Fig. 1: where the registers sit
Scale bar: 10 um. Other sequential cells in the stronger gray, the rest of the logic in the fainter gray.
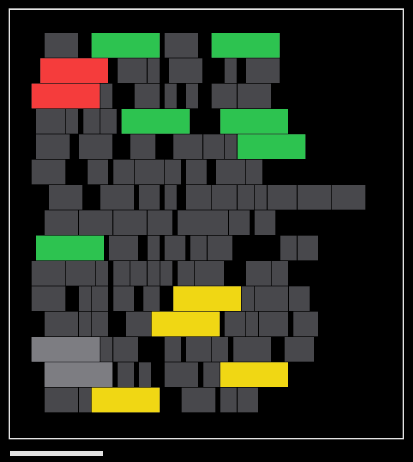
Fig. 2: local utilization
Scale bar: 10 um. 8 x 9 tiles, from dark purple (low) to yellow (high), 0 to 100% covered.
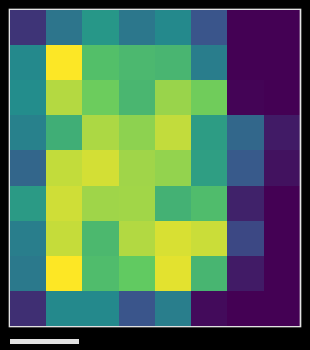
Fig. 3: clock nets
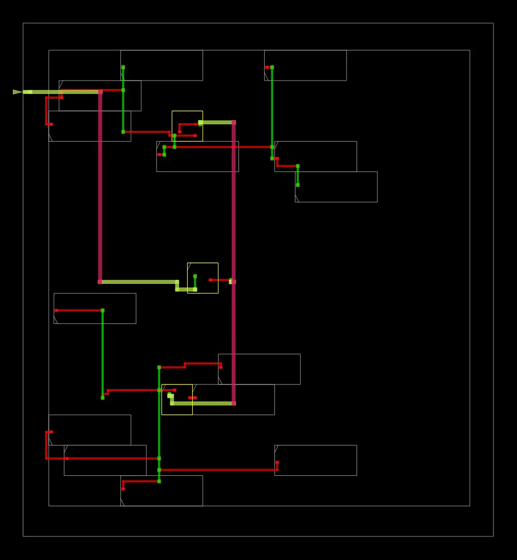
Fig. 4: signal metal coverage by tile
8 x 9 tiles, from dark purple (low) to yellow (high), scaled to the fullest tile. Values are wire area over tile area, all layers added.
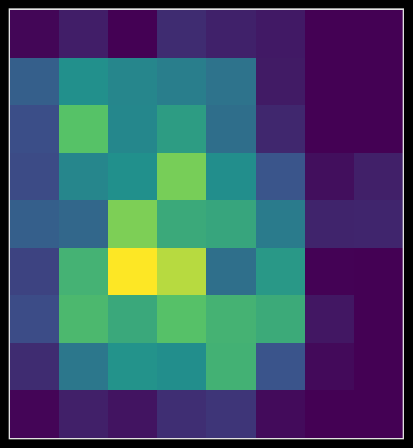
Fig. 5: wiring by layer
Two of the layers only.
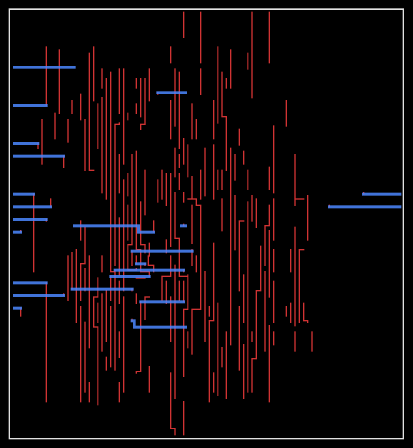
==> src/rtl/synapse_sequencer.sv <==
// rtl/synapse_sequencer.sv - frame spike mask to ascending address token sequencer (optional SYNSEQ_STATS_EN adds oTokCnt)
module synapse_sequencer #(
  parameter int NA   = 4,
  parameter     TYPE = "rc",
  localparam int SW  = (TYPE == "rc") ? 2 : 1,
  localparam int AW  = $clog2(NA),
  localparam int TW  = 2 + SW + AW
) (
  input  logic             iCLK,
  input  logic             iRST,
  input  logic             iValid_ST,
  output logic             oReady_ST,
  input  logic [SW+NA-1:0] iData_ST,
  output logic             oValid_AS,
  input  logic             iReady_AS,
  output logic [TW-1:0]    oData_AS,
  output logic             oBusy
`ifdef SYNSEQ_STATS_EN
  ,
  output logic [AW:0]      oTokCnt
`endif
);

  typedef enum logic {IDLE = 1'b0, RUN = 1'b1} state_t;

  state_t        state;
  logic [NA-1:0] mask_r;
  logic [SW-1:0] sub_r;
  logic [TW-1:0] tok_r;
  logic          ready_r;

  logic          start_hs;
  logic          tok_hs;
  logic [NA-1:0] addr_oh;
  logic [NA-1:0] mask_clr;

  // Build the token for a remaining mask: lowest set bit first, null token when empty.
  function automatic logic [TW-1:0] make_token(input logic [NA-1:0] m, input logic [SW-1:0] s);
    logic [AW-1:0] a;
    logic          leap;
    logic          lst;
    a = '0;
    for (int i = NA - 1; i >= 0; i--) begin
      if (m[i]) a = AW'(i);
    end
    leap = (m == '0);
    lst  = leap || ((m & (m - NA'(1))) == '0);
    return {leap, lst, s, a};
  endfunction

  assign start_hs  = (state == IDLE) && ready_r && iValid_ST;
  assign tok_hs    = (state == RUN) && iReady_AS;

  assign oReady_ST = ready_r;
  assign oValid_AS = (state == RUN);
  assign oBusy     = (state == RUN);
  assign oData_AS  = tok_r;

  // Mask with the currently presented address retired.
  always_comb begin
    addr_oh                 = '0;
    addr_oh[tok_r[AW-1:0]]  = 1'b1;
    mask_clr                = mask_r & ~addr_oh;
  end

  // Frame FSM: capture on start, advance one token per accepted handshake.
  always_ff @(posedge iCLK) begin
    if (iRST) begin
      state   <= IDLE;
      mask_r  <= '0;
      sub_r   <= '0;
      tok_r   <= '0;
      ready_r <= 1'b0;
    end else begin
      case (state)
        IDLE: begin
          ready_r <= 1'b1;
          if (start_hs) begin
            mask_r  <= iData_ST[NA-1:0];
            sub_r   <= iData_ST[SW+NA-1:NA];
            tok_r   <= make_token(iData_ST[NA-1:0], iData_ST[SW+NA-1:NA]);
            ready_r <= 1'b0;
            state   <= RUN;
          end
        end
        RUN: begin
          if (tok_hs) begin
            mask_r <= mask_clr;
            if (tok_r[TW-2]) begin
              state   <= IDLE;
              ready_r <= 1'b1;
            end else begin
              tok_r <= make_token(mask_clr, sub_r);
            end
          end
        end
        default: begin
          state   <= IDLE;
          ready_r <= 1'b0;
        end
      endcase
    end
  end

`ifdef SYNSEQ_STATS_EN
  logic [AW:0] tok_cnt;

  assign oTokCnt = tok_cnt;

  // Per-frame accepted token count, null token included.
  always_ff @(posedge iCLK) begin
    if (iRST || start_hs) begin
      tok_cnt <= '0;
    end else if (tok_hs) begin
      tok_cnt <= tok_cnt + 1'b1;
    end
  end
`endif

endmodule

==> config.mk <==
export PLATFORM = sky130hd
export DESIGN_NAME = synapse_sequencer
export DESIGN_NICKNAME = d
export VERILOG_FILES = /design/src/rtl/synapse_sequencer.sv
export SDC_FILE = /design/constraint.sdc
export NUM_CORES = 1
export LEC_CHECK = 0
export CAP_MARGIN = 20
export CORE_ASPECT_RATIO = 1.1
export CORE_MARGIN = 2
export CORE_UTILIZATION = 51
export CTS_BUF_LIST = sky130_fd_sc_hd__clkbuf_4 sky130_fd_sc_hd__clkbuf_8 sky130_fd_sc_hd__clkbuf_16
export DETAILED_ROUTE_END_ITERATION = 8
export GPL_ROUTABILITY_DRIVEN = 0
export PLACE_DENSITY = 0.87
export SYNTH_ARGS = -nofsm -noshare
export SYNTH_HDL_FRONTEND = slang
export SYNTH_SLANG_ARGS = --single-unit
==> constraint.sdc <==
create_clock -name iCLK -period 2.6 [get_ports iCLK]
set_input_delay 0.26 -clock iCLK [delete_from_list [all_inputs] [get_ports iCLK]]
set_output_delay 0.26 -clock iCLK [all_outputs]
set_load 0.01 [all_outputs]
==> flow_summary.toml <==
# yosys + openroad results
[run_status]
outcome = "finished, final reports clean"

[critical_path]
endpoint_kind = "output port"
cp_cell_sequence = "clkdlybuf4s50_1"
cp_max_fo = 18
r2r-start = "oBusy"
worstSetupPathDepth = 1
crit_path_end = "oBusy"
start_kind = "register"
critPathLaunch = "oBusy"
r2r_end = "oData_AS[3]"
crit_family = "flip-flops"
arrival_ns = 1.59
worst-path-buf-inv = 1
reg2reg_depth = 4
cpMaxStageDelayCell = "dfxtp_1"
critical_path_class = "register to output port"
crit_path_max_incr_delay_ns = 0.66
ff2ff_setup_slack_ns = 0.84
worstPathRequired_ns = 2.34

[power]
p_comb_frac = 0.259
p_clk_frac = 0.239
p_sw_frac = 0.306
seq_power_share = 0.502
pg_clk_uw = 124
p_int_uw = 360
p_sw_uw = 159
p_per_area_nw_per_um2 = 526
vdd_drop_max_mv = 0.386
p_leak_nw = 0.337
maxPowerGroup = "registers"
p_seq_uw = 261
pg_comb_uw = 135
p_total_uw = 519

[final_layout]
lay_top_cells = "clkdlybuf4s50_1 (18), dfxtp_1 (14), nor2_1 (10)"
diodes = 0
final_common_cell = "clkdlybuf4s50_1"
drive_gt1_frac = 0.0708
num-nets-final = 125
final_util = 0.641
final_area_um2 = 986
largest_register_ffs = 6
syn_to_final_growth_pct = 20.9

[clock_network]
cts.root.buffer_cell = "clkbuf_4"
cts_hold_buf = 0
cts_buffer_depth = 2
clk_pin_slew_ns = 0.08
htree_num_levels = 1
cts_tree = "built"
worstSkewPairLatency_ns = 0.29
cts-resized-gates = 0
postCtsSetupBuffers = 0

[sta]
period_used_share = 0.711
setup_viol = 0
period_needed_ns = 1.85
clock.fmax_mhz = 541
finalHoldViolations = 0
fin_setup_tns_ns = 0
tightestPinTransition_ns = 0.529
maxSlewViolCount = 0
relSlewSlack = 0.647
rsz0062_at_grt = "false"

[grt]
busiest_layer = "met2"
grt-ovfl-total = 0
grt_util_met1 = 0.243
grt_max_degree = 19
grt_use_met3 = 0.0397
antenna_found_initial = 0
grt_pass1_vias = 688
use_met2 = 0.359
grt_use_total = 0.206
grt_pass1_wl_um = 2970

[synth]
ys_ff = 14
synthDistinctLibCells = 38
ys_sh_xor = 0
adder_share = 0.0245
yosysWarnings = 0
synthAoiAreaFrac = 0.268
mux_area_frac = 0.0567
syn_inst = 99
logic_family = "AND-OR/OR-AND gates"
syn_avg_cell_area_um2 = 8.24
ys_cells = 99
syn_nets = 109
ys_chip_area_um2 = 816
simple_gate_share = 0.232
syn_area_um2 = 816
ys_seq_share = 0.344

[route]
vias_per_cell = 6.18
drt-initial-drc-count = 24
wl_per_cell_um = 13.9
route.vias.total = 803
drt-met1-wl_um = 798
top_layer_used = "met4"
drcViolationCount = 0
ant_nets = 0
wl_um = 1810
first_pass_iters = 5
route.met3.wl_um = 97
wl_met2_um = 870

[job]
cap_violations = 0
warnings = 26

[die]
initCoreUtil = 0.530
coreArea_um2 = 1540
chipArea_um2 = 1940
io-pin-count = 19
row_count = 15
die_h_um = 45.9
die_w_um = 42.1

[place]
place_area_um2 = 963
hpwlAfterDp_um = 1270
buffer_ports.inserted = 18

[min_path]
holdCritPathClass = "register to register"
min_path_cells = 2
holdPathEnd = "oData_AS[5]"
hold_start = "oData_AS[5]"
Back to the opening pictures, Fig. 1:
legend:
  green:
    netlist_name: oData_AS
    flops: 6
  yellow:
    netlist_name: mask_r
    flops: 4
    where: bottom center
  red:
    netlist_name: sub_r
    flops: 2
not colored: 2

Back to the opening pictures, Fig. 2:
nearly empty tiles: 15%
mean over tiles: 50%
emptiest ninth of the die: upper right
fullest tile: 100%
tiles over 75% full: 31%

Back to the opening pictures, Fig. 3:
Sink Count: 14
Flops: 14
clock skew: 0.00664 ns
Clock Buffer Count: 3
TritonCTS buffer count: 3

Back to the opening pictures, Fig. 4:
nearly empty tiles: 21%
densest ninth of the die: center
mean over tiles: 0.15
tiles over half the peak: 24%
fullest tile: 0.51
emptiest ninth of the die: upper right

Back to the opening pictures, Fig. 5:
legend:
  red:
    layer: M2
    wire_length: 871 um
  blue:
    layer: M3
    wire_length: 97.5 um

[per-stage QoR]
step	cells	hold slack, ns	setup slack [ns]
floorplan	99	0.332	1.20
global placement	127	0.488	0.847
detailed placement	127	0.492	0.779
finish	130	0.499	0.751
CTS	130	0.508	0.763
global route	130	0.524	0.666
[cell type report]
cell class                      instances  area (um^2)
Clock buffer                            3         22.5
Tap cell                               17         21.3
Sequential cell                        14          280
Multi-Input combinational cell         76          474
Fill cell                             140          553
Inverter                                2         7.51
Timing Repair Buffer                   18          180
[cell usage after synthesis]
master | n | area, um^2
mux2_2 | 1 | 11.3
o21a_1 | 2 | 15.0
a31oi_1 | 1 | 6.26
o21ai_0 | 6 | 30.0
nor4_1 | 1 | 6.26
buf_6 | 3 | 33.8
mux2i_1 | 2 | 20.0
buf_2 | 1 | 5.00
o21ai_1 | 1 | 5.00
dfxtp_1 | 14 | 280
mux2_4 | 1 | 15.0
nand2b_1 | 4 | 25.0
and2b_1 | 1 | 7.51
and3b_1 | 1 | 8.76
nand3_1 | 3 | 15.0
a211oi_1 | 1 | 7.51
o22ai_1 | 2 | 12.5
inv_1 | 2 | 7.51
a21o_1 | 1 | 7.51
nand2_1 | 8 | 30.0
a21oi_1 | 8 | 40.0
a311oi_1 | 4 | 35.0
a211o_1 | 1 | 8.76
nor3_1 | 1 | 5.00
nor2b_1 | 1 | 6.26
o221ai_1 | 2 | 17.5
clkbuf_1 | 2 | 7.51
buf_4 | 1 | 7.51
nand3b_1 | 3 | 22.5
o22a_1 | 1 | 8.76
maj3_1 | 2 | 20.0
a21boi_0 | 1 | 7.51
a21oi_2 | 1 | 8.76
and3_1 | 1 | 6.26
or2_2 | 2 | 12.5
nor2_1 | 10 | 37.5
and2_1 | 1 | 6.26
o2111ai_1 | 1 | 8.76
